<file path="src/rtl/pll_supervisor_pkg.sv">
// pll_supervisor_pkg
// Shared types and helpers for the PLL supervisor.
//   sup_state_e : supervisor sequencing states
//   cntWidth()  : bits needed for a counter that must hold 0..maxVal
//   maxOf()     : larger of two integers, used to size the shared timer
package pll_supervisor_pkg;

  typedef enum logic [2:0] {
    ST_PLL_RST,
    ST_WAIT_LOCK,
    ST_STABLE,
    ST_RELEASE,
    ST_RUN,
    ST_FAULT
  } sup_state_e;

  // At least one bit, so a degenerate maximum of 0 or 1 still yields a legal vector
  function automatic int cntWidth(input int maxVal);
    return (maxVal < 2) ? 1 : $clog2(maxVal + 1);
  endfunction

  function automatic int maxOf(input int a, input int b);
    return (a > b) ? a : b;
  endfunction

endpackage

</file>
<file path="src/rtl/sync_2ff.sv">
// sync_2ff
// Two-flop synchroniser for a single asynchronous level signal.
//   clk_i  : destination clock
//   rst_ni : asynchronous active-low reset, clears both flops
//   d_i    : asynchronous input level
//   q_o    : synchronised level, two clk_i cycles of latency
module sync_2ff (
  input  logic clk_i,
  input  logic rst_ni,
  input  logic d_i,
  output logic q_o
);

  logic meta_q;
  logic sync_q;

  always_ff @(posedge clk_i or negedge rst_ni) begin
    if (!rst_ni) begin
      meta_q <= 1'b0;
      sync_q <= 1'b0;
    end else begin
      meta_q <= d_i;
      sync_q <= meta_q;
    end
  end

  assign q_o = sync_q;

endmodule

</file>
<file path="src/rtl/pll_supervisor.sv">
// pll_supervisor
// Brings up a PLL and sequences per-domain resets once lock is stable.
// Flow: PLL reset pulse -> wait for lock (with timeout/retry) -> lock
// stability window -> staggered domain reset release -> RUN. A lock loss
// after release drops every domain back into reset and restarts the flow.
//   clkin           : free-running board clock, the only clock used here
//   rst_n           : asynchronous active-low reset
//   pll_locked      : PLL lock indicator, asynchronous to clkin
//   force_relock    : single-cycle request to restart the whole sequence
//   pll_rst         : active-high reset to the PLL
//   domain_rst_n    : active-low domain resets, index 0 released first
//   ready           : high while in RUN
//   fault           : high while in FAULT (retries exhausted)
//   retry_count     : lock timeouts seen in the current sequence
//   lock_loss_count : lock losses while in RUN, saturating at 255
module pll_supervisor
  import pll_supervisor_pkg::*;
#(
  parameter int NUM_DOMAINS         = 3,
  parameter int PLL_RST_CYCLES      = 16,
  parameter int LOCK_TIMEOUT_CYCLES = 25000,
  parameter int LOCK_STABLE_CYCLES  = 1024,
  parameter int RELEASE_GAP_CYCLES  = 64,
  parameter int MAX_RETRIES         = 4
) (
  input  logic                               clkin,
  input  logic                               rst_n,
  input  logic                               pll_locked,
  input  logic                               force_relock,
  output logic                               pll_rst,
  output logic [NUM_DOMAINS-1:0]             domain_rst_n,
  output logic                               ready,
  output logic                               fault,
  output logic [$clog2(MAX_RETRIES+1)-1:0]   retry_count,
  output logic [7:0]                         lock_loss_count
);

  // One timer serves every phase, so it is sized for the longest interval
  localparam int TimerMax = maxOf(maxOf(PLL_RST_CYCLES, LOCK_TIMEOUT_CYCLES),
                                  maxOf(LOCK_STABLE_CYCLES, RELEASE_GAP_CYCLES));
  localparam int TimerW   = cntWidth(TimerMax);
  localparam int RetryW   = $clog2(MAX_RETRIES + 1);

  localparam logic [TimerW-1:0]      RstLast     = TimerW'(PLL_RST_CYCLES - 1);
  localparam logic [TimerW-1:0]      TimeoutLast = TimerW'(LOCK_TIMEOUT_CYCLES - 1);
  localparam logic [TimerW-1:0]      StableLast  = TimerW'(LOCK_STABLE_CYCLES - 1);
  localparam logic [TimerW-1:0]      GapLast     = TimerW'(RELEASE_GAP_CYCLES - 1);
  localparam logic [TimerW-1:0]      TimerOne    = TimerW'(1);
  localparam logic [RetryW-1:0]      RetryMax    = RetryW'(MAX_RETRIES);
  localparam logic [RetryW-1:0]      RetryOne    = RetryW'(1);
  localparam logic [NUM_DOMAINS-1:0] DomFirst    = NUM_DOMAINS'(1);

  sup_state_e              state_q;
  logic [TimerW-1:0]       timer_q;
  logic                    pllRst_q;
  logic [NUM_DOMAINS-1:0]  dom_q;
  logic                    ready_q;
  logic                    fault_q;
  logic [RetryW-1:0]       retry_q;
  logic [7:0]              lossCnt_q;
  logic                    lockSync;

  sync_2ff u_lock_sync (
    .clk_i  (clkin),
    .rst_ni (rst_n),
    .d_i    (pll_locked),
    .q_o    (lockSync)
  );

  // Sequencer. All outputs are registered here so domain resets never glitch.
  // domain_rst_n is a thermometer code: released domains are shifted in from
  // bit 0 upwards and every domain is cleared together on any restart.
  always_ff @(posedge clkin or negedge rst_n) begin
    if (!rst_n) begin
      state_q   <= ST_PLL_RST;
      timer_q   <= '0;
      pllRst_q  <= 1'b1;
      dom_q     <= '0;
      ready_q   <= 1'b0;
      fault_q   <= 1'b0;
      retry_q   <= '0;
      lossCnt_q <= '0;
    end else if (force_relock) begin
      // A lock loss coinciding with the request is still recorded
      if (state_q == ST_RUN && !lockSync && lossCnt_q != 8'hFF) begin
        lossCnt_q <= lossCnt_q + 8'd1;
      end
      state_q  <= ST_PLL_RST;
      timer_q  <= '0;
      pllRst_q <= 1'b1;
      dom_q    <= '0;
      ready_q  <= 1'b0;
      fault_q  <= 1'b0;
      retry_q  <= '0;
    end else begin
      case (state_q)
        ST_PLL_RST: begin
          if (timer_q == RstLast) begin
            state_q  <= ST_WAIT_LOCK;
            timer_q  <= '0;
            pllRst_q <= 1'b0;
          end else begin
            timer_q <= timer_q + TimerOne;
          end
        end

        ST_WAIT_LOCK: begin
          if (lockSync) begin
            state_q <= ST_STABLE;
            timer_q <= '0;
          end else if (timer_q == TimeoutLast) begin
            timer_q  <= '0;
            pllRst_q <= 1'b1;
            if (retry_q == RetryMax) begin
              state_q <= ST_FAULT;
              fault_q <= 1'b1;
            end else begin
              state_q <= ST_PLL_RST;
              retry_q <= retry_q + RetryOne;
            end
          end else begin
            timer_q <= timer_q + TimerOne;
          end
        end

        ST_STABLE: begin
          if (!lockSync) begin
            state_q <= ST_WAIT_LOCK;
            timer_q <= '0;
          end else if (timer_q == StableLast) begin
            state_q <= ST_RELEASE;
            timer_q <= '0;
            dom_q   <= DomFirst;
          end else begin
            timer_q <= timer_q + TimerOne;
          end
        end

        ST_RELEASE: begin
          if (!lockSync) begin
            state_q  <= ST_PLL_RST;
            timer_q  <= '0;
            pllRst_q <= 1'b1;
            dom_q    <= '0;
          end else if (timer_q == GapLast) begin
            timer_q <= '0;
            if (dom_q[NUM_DOMAINS-1]) begin
              state_q <= ST_RUN;
              ready_q <= 1'b1;
              retry_q <= '0;
            end else begin
              dom_q <= (dom_q << 1) | DomFirst;
            end
          end else begin
            timer_q <= timer_q + TimerOne;
          end
        end

        ST_RUN: begin
          if (!lockSync) begin
            state_q  <= ST_PLL_RST;
            timer_q  <= '0;
            pllRst_q <= 1'b1;
            dom_q    <= '0;
            ready_q  <= 1'b0;
            if (lossCnt_q != 8'hFF) begin
              lossCnt_q <= lossCnt_q + 8'd1;
            end
          end
        end

        ST_FAULT: begin
          // Parked with the PLL held in reset until rst_n or force_relock
        end

        default: begin
          state_q  <= ST_PLL_RST;
          timer_q  <= '0;
          pllRst_q <= 1'b1;
          dom_q    <= '0;
          ready_q  <= 1'b0;
          fault_q  <= 1'b0;
        end
      endcase
    end
  end

  assign pll_rst         = pllRst_q;
  assign domain_rst_n    = dom_q;
  assign ready           = ready_q;
  assign fault           = fault_q;
  assign retry_count     = retry_q;
  assign lock_loss_count = lossCnt_q;

endmodule

</file>
<file path="config.mk">
export PLATFORM = sky130hd
export DESIGN_NAME = pll_supervisor
export DESIGN_NICKNAME = d
export VERILOG_FILES = /design/src/rtl/pll_supervisor_pkg.sv /design/src/rtl/sync_2ff.sv /design/src/rtl/pll_supervisor.sv
export SDC_FILE = /design/constraint.sdc
export NUM_CORES = 1
export LEC_CHECK = 0
export CAP_MARGIN = 15
export CORE_MARGIN = 2
export CORE_UTILIZATION = 30
export CTS_CLUSTER_DIAMETER = 80
export DETAILED_ROUTE_END_ITERATION = 8
export GPL_ROUTABILITY_DRIVEN = 0
export PLACE_DENSITY_LB_ADDON = 0.08
export SYNTH_ARGS = -nofsm -noshare
export SYNTH_HDL_FRONTEND = slang
export SYNTH_SLANG_ARGS = --single-unit
</file>
<file path="constraint.sdc">
create_clock -name clkin -period 3.2 [get_ports clkin]
set_clock_uncertainty 0.05 [all_clocks]
set_input_delay 0.64 -clock clkin [delete_from_list [all_inputs] [get_ports clkin]]
set_output_delay 0.64 -clock clkin [all_outputs]
set_load 0.02 [all_outputs]
</file>
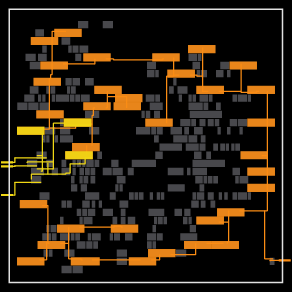
*Wires at chosen ports, followed through buffers, run 1*
(3 px per µm)
legend:
  yellow:
    port: retry_count
    bits: 3
    direction: output
    edge: left
    end_cells: 3
    buffers: 3
    wire: 126 µm
  orange:
    port: rst_n
    bits: 1
    direction: input
    edge: right
    end_cells: 37
    buffers: 1
    wire: 371 µm
# port buffers: 20
I/O pin cnt: 21

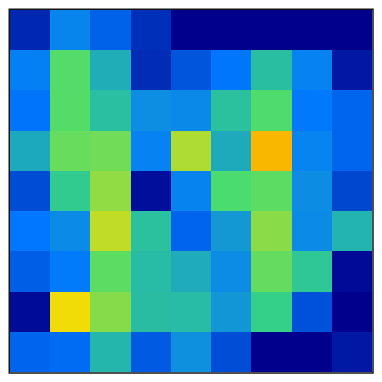
*Local utilization, run 1*
(4 px per µm) 9 x 9 tiles, from dark blue (low) to red (high), 0 to 100% covered.
densest ninth of the die: middle left
nearly empty tiles: 9.9%
tiles over 75% full: 1.2%
mean over tiles: 31%
fullest tile: 79%
fin util: 36.2%
Core ar.: 0.00725 mm²

==> flow_summary_export.csv, run 1 <==
group,metric,value,unit
worst_setup_path,cp_num_cells,7,
worst_setup_path,path_cells,"ha_1 > or4b_4 > nor4_2 > o32a_4 > a21oi_4 > a21o_1 > a22o_1",
detailed_routing,dr.pass1.iters,4,
floorplan,tap_cells,99,
worst_setup_path,critPathCapture,"timer_q[6]$_DFFE_PN0P_",
timing,relSlewSlack,42.5,%
worst_setup_path,path_delay_family,"simple AND/OR/NAND/NOR gates",
detailed_routing,routed_via_density,5.17,
detailed_routing,vias,1861,
cts,cts_hold_buf,0,
cts,cts_tree,"done",
detailed_routing,top_layer_used,"met4",
grt,grt_pass1_wl,9470,µm
cts,path_clk_slew,80,ps
layout,top_register,"timer_q",
power_and_ir_drop,comb_cell_power,0.485,mW
power_and_ir_drop,combPwrFrac,30.6,%
synth,adder_share,2.23,%
timing,hold_ws,301,ps
layout,nNonClkInverters,9,
placement,pre_cts_ws,568,ps
synth,xor_share,2.73,%
synth,top_cells_by_count,"dfrtp_1, nand2_1, nor2_1, nand3_1, o21ai_0",
synth,ys.flop_type,"dfrtp_1",
power_and_ir_drop,seq_cell_power,0.610,mW
layout,clock_area_share,5.10,%
synth,muxShareOfSynthArea,1.34,%
worst_setup_path,reg2reg_to,"timer_q[6]$_DFFE_PN0P_",
synth,edf_count,0,
grt,grt_max_degree,38,
worst_setup_path,cp_slowest_cell,"or4b_4",
power_and_ir_drop,total_power,1.59,mW
cts,cts-resized-gates,0,
layout,logic_area,0.00121,mm²
worst_setup_path,reg2regPathDepth,7,
power_and_ir_drop,power.density,604,mW/mm²
detailed_routing,wl_met2,2410,µm
layout,bufAreaShareNonClock,7.71,%
synth,yosys.area.top_type,"dfrtp_1",
layout,sh_seq_area,35.3,%
synth,yosysChipArea,0.00225,mm²
worst_setup_path,path_buffers,0,
floorplan,dieWidth,90.6,µm
run_status,status,"complete, no violations",
layout,fillers,767,
detailed_routing,wl_per_cell,15.2,µm
layout,comb_share,45.9,%
cts,worstSkewPairLatency,300,ps
layout,area_delta_synth_final,16.9,%
power_and_ir_drop,top_power_group,"registers",
timing,final_hold_viol_count,0,
layout,nClkBuffers,5,
worst_hold_path,holdPathEnd,"u_lock_sync.q_o$_DFF_PN0_",
synth,synth.ff_latch_count,37,
worst_setup_path,cp_max_fo,15,
worst_hold_path,min_path_cells,0,
layout,n_all_buffers,21,
cts,clkSinkCount,37,
cts,cts-htree-levels,2,
timing,worst_slack,551,ps
run,cap_violations,0,
timing,rsz0062_at_grt,"no",
detailed_routing,drt_iter0_markers,117,
floorplan,fp_util,31.0,%
timing,period_minus_slack,2650,ps
synth,avgSynthCellArea,9.25,µm²
grt,met2_usage,22.0,%
worst_setup_path,crit_arrival,2780,ps
detailed_routing,antenna_left,0,
worst_setup_path,critPathLaunchType,"flop",
synth,synth.area.top_cells,"dfrtp_1, nand2_1, nor2_1, nand3_1, o21ai_0",
power_and_ir_drop,p_sw_share,34.1,%
placement,place_area,0.00249,mm²
worst_setup_path,crit_type,"reg -> reg",
detailed_routing,wirelength,5460,µm
power_and_ir_drop,ir_drop,233,µV
power_and_ir_drop,pwr-share-seq,38.4,%
floorplan,die-height,90.6,µm
grt,grtUsageMet3,3.09,%
cts,clk_path_buf_depth,2,
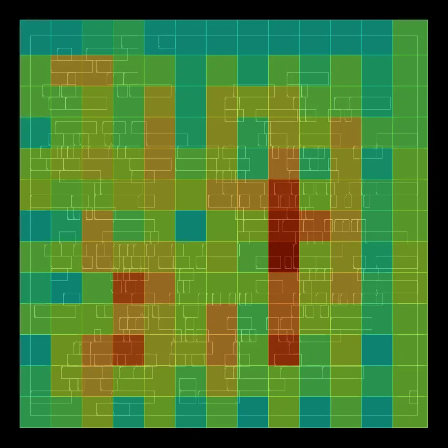
*Congestion heat map, run 1*
M1 GR Usage: 20.1%
total track usage: 14.4%
GR peak layer: met2

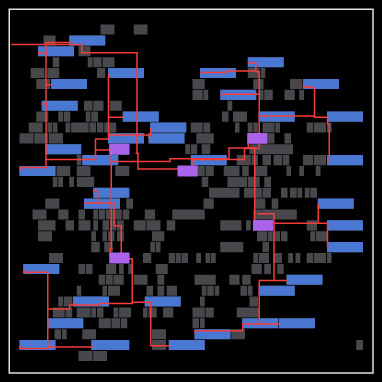
*Clock distribution, run 1*
(4 px per µm)
legend:
  red:
    item: clock wires
    length: 601 µm
  purple:
    item: clock drivers
    count: 5
  blue:
    item: flip-flops
    count: 37
flops lie: widely spread

### M3 wires, run 1

(4 px per µm) Cells faint in the background.
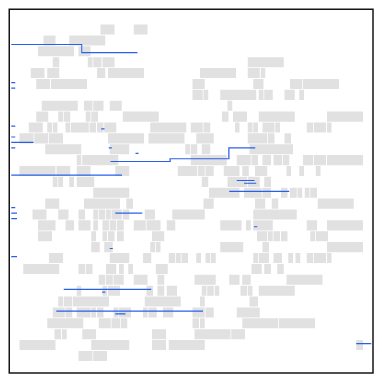

==> run 1 -> run 2 <==
==> constraint.sdc (replaced) <==
create_clock -name clkin -period 2.7 [get_ports clkin]
set_clock_uncertainty 0.05 [all_clocks]
set_input_delay 0.54 -clock clkin [delete_from_list [all_inputs] [get_ports clkin]]
set_output_delay 0.54 -clock clkin [all_outputs]
set_load 0.02 [all_outputs]
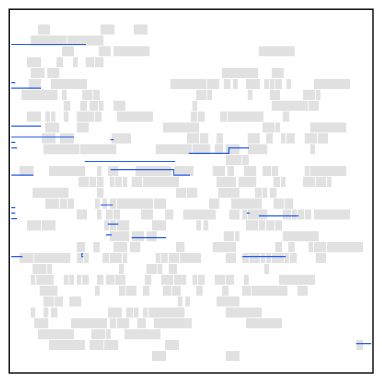
*M3 wires, run 2*
(4 px per µm) Cells faint in the background.
main direction: horizontal
longest straight run: 22.3 µm
nets with wire on the layer: 19
share of all routed wire: 2.8%

==> run 2 against run 1 <==
First-iteration DRC count shrank 47%. Largest cell class unchanged. Die size is the same. Hold slack gained 1.5 ps. Routed wire length grew 3.9%. Cell count grew 2.5%. Power grew 9.3%. Area after synthesis is the same. Register-to-register slack lost 380 ps. Critical endpoint unchanged. Critical path type unchanged.
==> flow_summary_export.csv, run 2 <==
group,metric,value,unit
run_status,status,"complete, no violations",
detailed_routing,drt-met1-wl,2860,µm
detailed_routing,antenna_left,0,
synth,yosysChipArea,0.00225,mm²
detailed_routing,wl_met2,2590,µm
cts,clkSinkCount,37,
layout,top_register,"timer_q",
cts,cts-htree-levels,2,
synth,avgSynthCellArea,9.25,µm²
synth,muxShareOfSynthArea,1.34,%
power_and_ir_drop,ir_drop,254,µV
timing,relSlewSlack,42.3,%
power_and_ir_drop,power.density,653,mW/mm²
worst_setup_path,crit_type,"reg -> reg",
placement,port_buffers,20,
cts,cts-resized-gates,0,
floorplan,dieWidth,90.6,µm
floorplan,tap_cells,99,
cts,path_clk_slew,90,ps
cts,clk_path_buf_depth,2,
grt,use_met1,21.6,%
layout,n_all_buffers,30,
grt,grt.total_usage,15.1,%
power_and_ir_drop,comb_cell_power,0.622,mW
timing,period_minus_slack,2530,ps
layout,bufAreaShareNonClock,10.2,%
power_and_ir_drop,p_sw,0.663,mW
detailed_routing,top_layer_used,"met4",
timing,max_freq,395,MHz
grt,busiest_layer,"met2",
layout,nNonClkInverters,9,
synth,xor_share,2.73,%
worst_setup_path,crit_arrival,2660,ps
synth,yosys.area.top_type,"dfrtp_1",
layout,mostFrequentLayoutCells,"dfrtp_1, nand2_1, nor2_1",
detailed_routing,vias,1891,
worst_setup_path,path_cells,"ha_1 > or4b_4 > nor4_4 > o32a_4 > a21oi_4 > a21o_1 > a22o_1",
worst_setup_path,cp_num_cells,7,
detailed_routing,dr.pass1.iters,4,
worst_setup_path,reg2reg_to,"timer_q[6]$_DFFE_PN0P_",
detailed_routing,wl_per_cell,15.4,µm
worst_setup_path,cp_slowest_cell,"or4b_4",
placement,dp.cells,361,
timing,rsz0062_at_grt,"no",
layout,clock_area_share,3.44,%
synth,ys_cells,243,
timing,final_hold_viol_count,0,
floorplan,io_pins,21,
power_and_ir_drop,combPwrFrac,35.9,%
layout,nClkBuffers,5,
power_and_ir_drop,p_sw_share,38.2,%
worst_setup_path,path_delay_family,"simple AND/OR/NAND/NOR gates",
layout,comb_share,45.5,%
floorplan,core,0.00725,mm²
power_and_ir_drop,pwr-share-seq,40.7,%
worst_setup_path,reg2regPathDepth,7,
grt,met2_usage,23.4,%
detailed_routing,wirelength,5670,µm
layout,sh_seq_area,35.0,%
synth,top_cells_by_count,"dfrtp_1, nand2_1, nor2_1, nand3_1, o21ai_0",
cts,cts_tree,"done",
worst_setup_path,critPathLaunchType,"flop",
synth,adder_share,2.23,%
worst_setup_path,cp_max_fo,15,
power_and_ir_drop,top_power_group,"registers",
layout,logic_area,0.00121,mm²
placement,place_area,0.00256,mm²
worst_setup_path,path_buffers,0,
timing,setup-tns-final,0,ps
grt,grt_pass1_wl,10000,µm
layout,area_delta_synth_final,18.0,%
cts,cts_hold_buf,0,
run,cap_violations,0,
synth,edf_count,0,
detailed_routing,routed_via_density,5.12,
grt,grtUsageMet3,2.84,%
synth,ys.flop_type,"dfrtp_1",
worst_setup_path,critPathCapture,"timer_q[6]$_DFFE_PN0P_",
synth,synth.area.top_cells,"dfrtp_1, nand2_1, nor2_1, nand3_1, o21ai_0",
power_and_ir_drop,total_power,1.73,mW
floorplan,row_count,31,
placement,pre_cts_ws,177,ps
layout,flop-count,37,
synth,synth.ff_latch_count,37,
timing,hold_ws,302,ps
floorplan,die-height,90.6,µm
layout,fillers,773,
cts,worstSkewPairLatency,300,ps
power_and_ir_drop,seq_cell_power,0.705,mW
timing,fin_crit_sh,93.8,%
timing,worst_slack,168,ps
grt,grt_max_degree,38,
detailed_routing,drt_iter0_markers,62,
timing,tightest_slew,866,ps
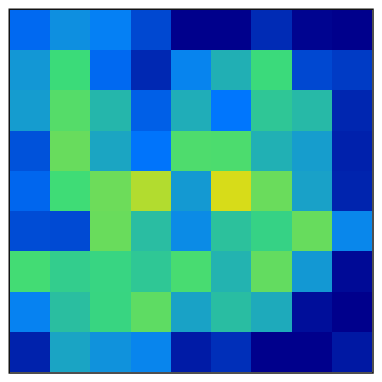
*Local utilization, run 2*
(4 px per µm) 9 x 9 tiles, from dark blue (low) to red (high), 0 to 100% covered.
emptiest ninth of the die: lower right
densest ninth of the die: center
mean over tiles: 31%
fullest tile: 70%
nearly empty tiles: 8.6%
fin util: 36.6%
fp_density: 31.0%

Power figures rest on the tool's default switching activity, not on a simulated workload.
